$ cat config.mk
export PLATFORM = sky130hd
export DESIGN_NAME = code_patch_loader
export DESIGN_NICKNAME = d
export VERILOG_FILES = /design/src/rtl/code_patch_loader.sv
export SDC_FILE = /design/constraint.sdc
export NUM_CORES = 1
export LEC_CHECK = 0
export ABC_AREA = 1
export CORE_MARGIN = 2
export CORE_UTILIZATION = 35
export CTS_BUF_LIST = sky130_fd_sc_hd__clkbuf_4
export DETAILED_ROUTE_END_ITERATION = 10
export SYNTH_ARGS = -nofsm -noshare
export SYNTH_HDL_FRONTEND = slang
export SYNTH_SLANG_ARGS = --single-unit
$ cat constraint.sdc
create_clock -name clk_i -period 3.6 [get_ports clk_i]
set_input_delay 0.54 -clock clk_i [delete_from_list [all_inputs] [get_ports clk_i]]
set_output_delay 0.54 -clock clk_i [all_outputs]
set_load 0.1 [all_outputs]
$ cat src/rtl/code_patch_loader.sv
// Purpose: collects patch sub-register words into a shadow file, then streams them to the patch core and arms generation.
// Latency: first word valid one cycle after an accepted commit; arm pulse NUM_REGS+1 cycles after commit at full rate.
// Backpressure: the stream holds its word while pat_ready_i is low; ld_ready_o is low outside IDLE.
module code_patch_loader #(
  parameter int ADDR_WIDTH          = 32,
  parameter int DATA_WIDTH          = 12,
  parameter int NUM_REGS            = 21,
  parameter int SUB_REGS_DATA_WIDTH = (ADDR_WIDTH > DATA_WIDTH) ? ADDR_WIDTH : DATA_WIDTH,
  parameter int IDX_WIDTH           = $clog2(NUM_REGS)
) (
  input  logic                           clk_i,
  input  logic                           rst_i,
  input  logic                           ld_valid_i,
  output logic                           ld_ready_o,
  input  logic [IDX_WIDTH-1:0]           ld_idx_i,
  input  logic [SUB_REGS_DATA_WIDTH-1:0] ld_data_i,
  input  logic                           ld_commit_i,
  input  logic                           ld_abort_i,
  input  logic                           err_clr_i,
  output logic                           pat_valid_o,
  input  logic                           pat_ready_i,
  output logic [IDX_WIDTH-1:0]           pat_idx_o,
  output logic [SUB_REGS_DATA_WIDTH-1:0] ctl_pat_data_o,
  output logic                           cfg_pat_gen_o,
  output logic                           busy_o,
  output logic [1:0]                     err_o,
  output logic [7:0]                     patch_cnt_o
);

  typedef enum logic [1:0] {
    ST_IDLE   = 2'd0,
    ST_STREAM = 2'd1,
    ST_GEN    = 2'd2
  } state_t;

  localparam logic [IDX_WIDTH-1:0] LAST_IDX = IDX_WIDTH'(NUM_REGS - 1);

  state_t                         state;
  logic [NUM_REGS-1:0]            bitmap;
  logic [SUB_REGS_DATA_WIDTH-1:0] shadow [NUM_REGS];
  logic [IDX_WIDTH-1:0]           idx;

  logic                           in_idle;
  logic                           in_stream;
  logic                           in_gen;
  logic                           idx_in_range;
  logic                           ld_fire;
  logic                           ld_err;
  logic                           bitmap_full;
  logic                           commit_fire;
  logic                           commit_err;
  logic                           idle_abort;
  logic                           stream_abort;
  logic                           pat_fire;
  logic                           last_word;
  logic [IDX_WIDTH-1:0]           idx_next;
  logic [SUB_REGS_DATA_WIDTH-1:0] first_word;
  logic [1:0]                     err_set;

  assign in_idle   = (state == ST_IDLE);
  assign in_stream = (state == ST_STREAM);
  assign in_gen    = (state == ST_GEN);

  // Loads are only taken in IDLE; abort outranks any same-cycle load or commit.
  assign ld_ready_o   = in_idle;
  assign idx_in_range = (int'(ld_idx_i) < NUM_REGS);
  assign ld_fire      = in_idle && !ld_abort_i && ld_valid_i && idx_in_range;
  assign ld_err       = in_idle && !ld_abort_i && ld_valid_i && !idx_in_range;

  // Commit looks at the bitmap as registered before this cycle, so a same-cycle load is not counted.
  assign bitmap_full  = &bitmap;
  assign commit_fire  = in_idle && !ld_abort_i && ld_commit_i && bitmap_full;
  assign commit_err   = in_idle && !ld_abort_i && ld_commit_i && !bitmap_full;

  assign idle_abort   = in_idle && ld_abort_i;
  assign stream_abort = in_stream && ld_abort_i;

  assign pat_fire     = pat_valid_o && pat_ready_i;
  assign last_word    = (idx == LAST_IDX);
  assign idx_next     = idx + IDX_WIDTH'(1);

  // A same-cycle write to word 0 must still reach the first streamed word.
  assign first_word   = (ld_fire && (ld_idx_i == '0)) ? ld_data_i : shadow[0];

  assign err_set      = {commit_err || stream_abort, ld_err};
  assign pat_idx_o    = idx;

  // Shadow file: storage only, contents are meaningless until the matching bitmap bit is set.
  always_ff @(posedge clk_i) begin
    if (ld_fire) begin
      shadow[ld_idx_i] <= ld_data_i;
    end
  end

  // Valid bitmap: one bit per loaded word, emptied by abort, by the arm cycle and by reset.
  always_ff @(posedge clk_i) begin
    if (rst_i) begin
      bitmap <= '0;
    end else if (idle_abort || stream_abort || in_gen) begin
      bitmap <= '0;
    end else if (ld_fire) begin
      bitmap <= bitmap | (NUM_REGS'(1) << ld_idx_i);
    end
  end

  // Control FSM with registered stream, arm and busy outputs.
  always_ff @(posedge clk_i) begin
    if (rst_i) begin
      state          <= ST_IDLE;
      idx            <= '0;
      pat_valid_o    <= 1'b0;
      ctl_pat_data_o <= '0;
      cfg_pat_gen_o  <= 1'b0;
      busy_o         <= 1'b0;
    end else begin
      cfg_pat_gen_o <= 1'b0;
      unique case (state)
        ST_IDLE: begin
          if (commit_fire) begin
            state          <= ST_STREAM;
            idx            <= '0;
            pat_valid_o    <= 1'b1;
            ctl_pat_data_o <= first_word;
            busy_o         <= 1'b1;
          end
        end
        ST_STREAM: begin
          if (ld_abort_i) begin
            // Abort drops the set: no arm pulse and the word in flight is withdrawn.
            state       <= ST_IDLE;
            pat_valid_o <= 1'b0;
            busy_o      <= 1'b0;
          end else if (pat_fire) begin
            if (last_word) begin
              state         <= ST_GEN;
              pat_valid_o   <= 1'b0;
              cfg_pat_gen_o <= 1'b1;
            end else begin
              // Next word is presented straight away so a ready core sees no bubble.
              idx            <= idx_next;
              ctl_pat_data_o <= shadow[idx_next];
            end
          end
        end
        ST_GEN: begin
          state  <= ST_IDLE;
          busy_o <= 1'b0;
        end
        default: begin
          state       <= ST_IDLE;
          pat_valid_o <= 1'b0;
          busy_o      <= 1'b0;
        end
      endcase
    end
  end

  // Completed-set counter, bumped once per arm cycle and wrapping naturally at 8 bits.
  always_ff @(posedge clk_i) begin
    if (rst_i) begin
      patch_cnt_o <= '0;
    end else if (in_gen) begin
      patch_cnt_o <= patch_cnt_o + 8'd1;
    end
  end

  // Sticky errors: a new error in the clear cycle survives the clear.
  always_ff @(posedge clk_i) begin
    if (rst_i) begin
      err_o <= '0;
    end else begin
      err_o <= (err_clr_i ? 2'b00 : err_o) | err_set;
    end
  end

endmodule
### Pin placement

Scale bar: 100 um. Pins as bars across the die edge, other pins in grey.
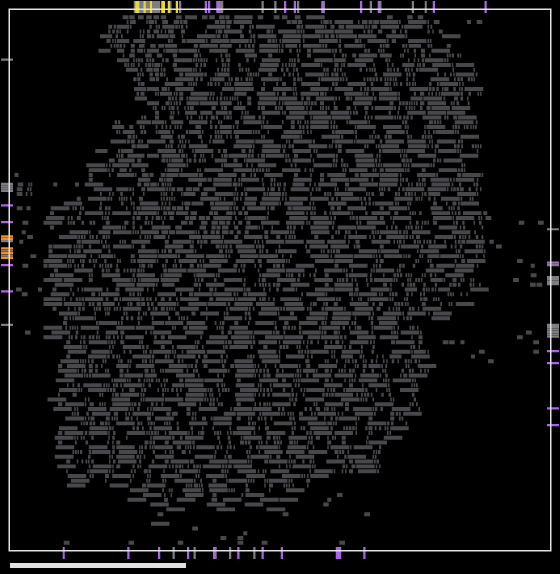
`patch_cnt_o` -> yellow  # pins 8, direction output, edge north
`pat_valid_o` -> blue  # pins 1, direction output, edge north
`ld_data_i` -> purple  # pins 32, direction input, edge 12 south, 11 north, 5 east, 4 west
`pat_idx_o` -> orange  # pins 5, direction output, edge west
PortBufs: 94
die width: 307.4 um
Die Height: 307.4 um

### Layout detail

Scale bar: 20 um. Window x 129 to 179, y 190 to 240 um. Cells in grey, sequential cells in the stronger grey; small squares are vias.
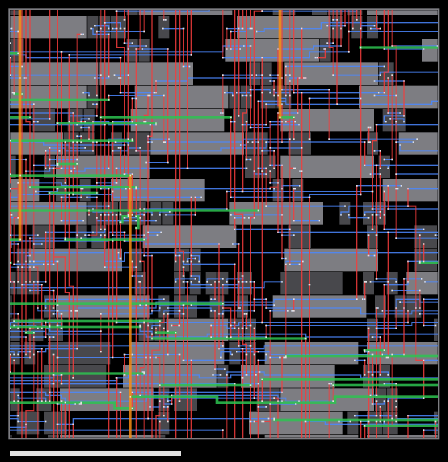
M4 -> orange
M1 -> blue
M3 -> green
M2 -> red
cells with their middle in the window = 143
most frequent = nand2_1 (42), edfxtp_1 (32), nand3_1 (25)
sequential cells in the window = 33
netlist names of flops here include = `shadow` (32), `ctl_pat_data_o` (1)

### Sequential cells coloured by netlist name

Scale bar: 100 um. Other sequential cells in the stronger grey, the rest of the logic in the fainter grey.
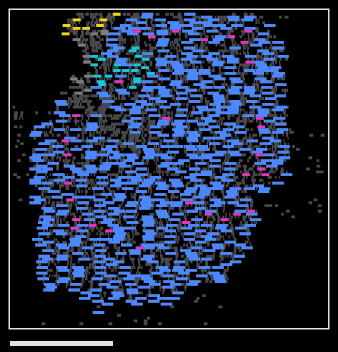
`bitmap` -> cyan  # placed flops 21, where north
`shadow` -> blue  # placed flops 672
`patch_cnt_o` -> yellow  # placed flops 8, where north-west
`ctl_pat_data_o` -> magenta  # placed flops 32
not coloured = 12
P_seq: 9.45 mW
Reg area: 21640 um2
final core utilization: 41.11%
sequential cell area share: 57.62%

### The metal 1 layer

Scale bar: 100 um.
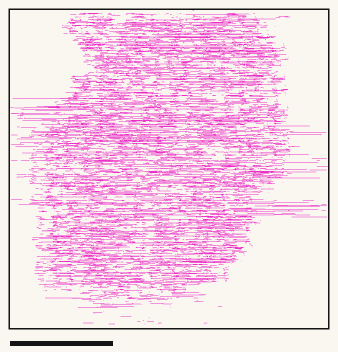
main direction = horizontal
nets with wire on the layer = 3284
share of all routed wire = 44%
longest straight run = 85.6 um

logic make-up (layout without fill, tap and decap cells):
family / Yosys count / in the layout / share of synthesized area [%]
AND-OR/OR-AND: 122 / 122 / 1.915
XOR/XNOR: 5 / 5 / 0.2059
adder cells (fa/ha/maj): 3 / 3 / 0.1165
buffers and inverters: 630 / 984 / 7.811
flip-flops: 745 / 745 / 67.18
other: 0 / 4 / 0
AND/OR/NAND/NOR: 1765 / 1765 / 22.78
worst max-delay path: stages (launching register included):
cell             delay [ps]
dfxtp_1                 390
nor2_4                  190
clkdlybuf4s50_1        1170
metal layers:
layer / vias up / track usage [%]
li1: 11190 / -
met1: 11040 / 25.12
met2: 754 / 31.25
met3: 121 / 3.661
met4: 2 / 5.752
met5: - / 0
==> impl_metrics.csv <==
group,metric,value,unit
drt,met3_wirelength,5541,um
global_route,grt_max_degree,186,
synth,ys_warn_count,0,
pwr,power_density,454.8,nW/um2
drt,top_layer_used,"met5",
drt,vias_per_cell,4.800,
sta,max_slew_margin,26.03,%
clock_tree,clk_latency,1030,ps
clock_tree,cts_resized,0,
synth,common_cells,"nand2_1 (1001), edfxtp_1 (672), nand3_1 (517)",
floorplan,fp-row-count,111,
critical_path,critPathKind,"register to output pin",
sta,fin_skew,67.17,ps
layout,lay_top_cells,"nand2_1 (1001), edfxtp_1 (672), nand3_1 (517), inv_1 (450), clkbuf_4 (286)",
hold_path,min_from,"pat_ready_i",
placement,dp_hpwl,49790,um
synth,netlist_instances,3270,
synth,synth-edff-count,672,
layout,logic_area,8319,um2
critical_path,rr_startpoint,"pat_idx_o[0]",
sta,fin_ws,302.9,ps
floorplan,nWellTaps,1186,
critical_path,worstPathMaxFanout,7,
clock_tree,cts-root-buf,"clkbuf_4",
placement,dpl.cell_count,4472,
drt,drtPass1Iterations,5,
floorplan,fp_util,35.25,%
pwr,p_leak,15.22,nW
critical_path,arrival,2760,ps
layout,sh_comb_area,22.14,%
pwr,power_leader,"registers",
run_status,status,"finished, final reports clean",
placement,dpl_cell_area,35080,um2
clock_tree,cts_max_level,4,
critical_path,cp-end-kind,"output pin",
synth,ys_ff,745,
hold_path,whs_path_depth,3,
sta,setup-tns-final,0,ps
pwr,p_sw,3.657,mW
synth,yosysTopAreaCell,"edfxtp_1",
layout,final_layout_top_logic_cell,"nand2_1",
pwr,p_comb,0.342,mW
sta,setup_viol,0,
global_route,antenna_found_initial,3,
sta,period_minus_slack,3297,ps
sta,finalCritPeriodShare,91.59,%
hold_path,hold_class,"input port to register",
placement,routabilityCongestion,0.7747,
clock_tree,clock_sinks,745,
layout,largestClassByArea,"sequential cells",
layout,seq_cells,745,
global_route,grt_usage,18.89,%
drt,wire_per_inst,18.63,um
synth,synth_cell_types,29,
drt,drc,0,
sta,rsz0062_at_grt,"false",
synth,ys_seq_share,67.18,%
synth,ys_chip_area,32210,um2
synth,top_cell,"nand2_1",
critical_path,crit_start,"state[1]",
pwr,clk-power,7.30,mW
floorplan,die-area,94490,um2
Power is estimated from default activity; no workload was simulated.
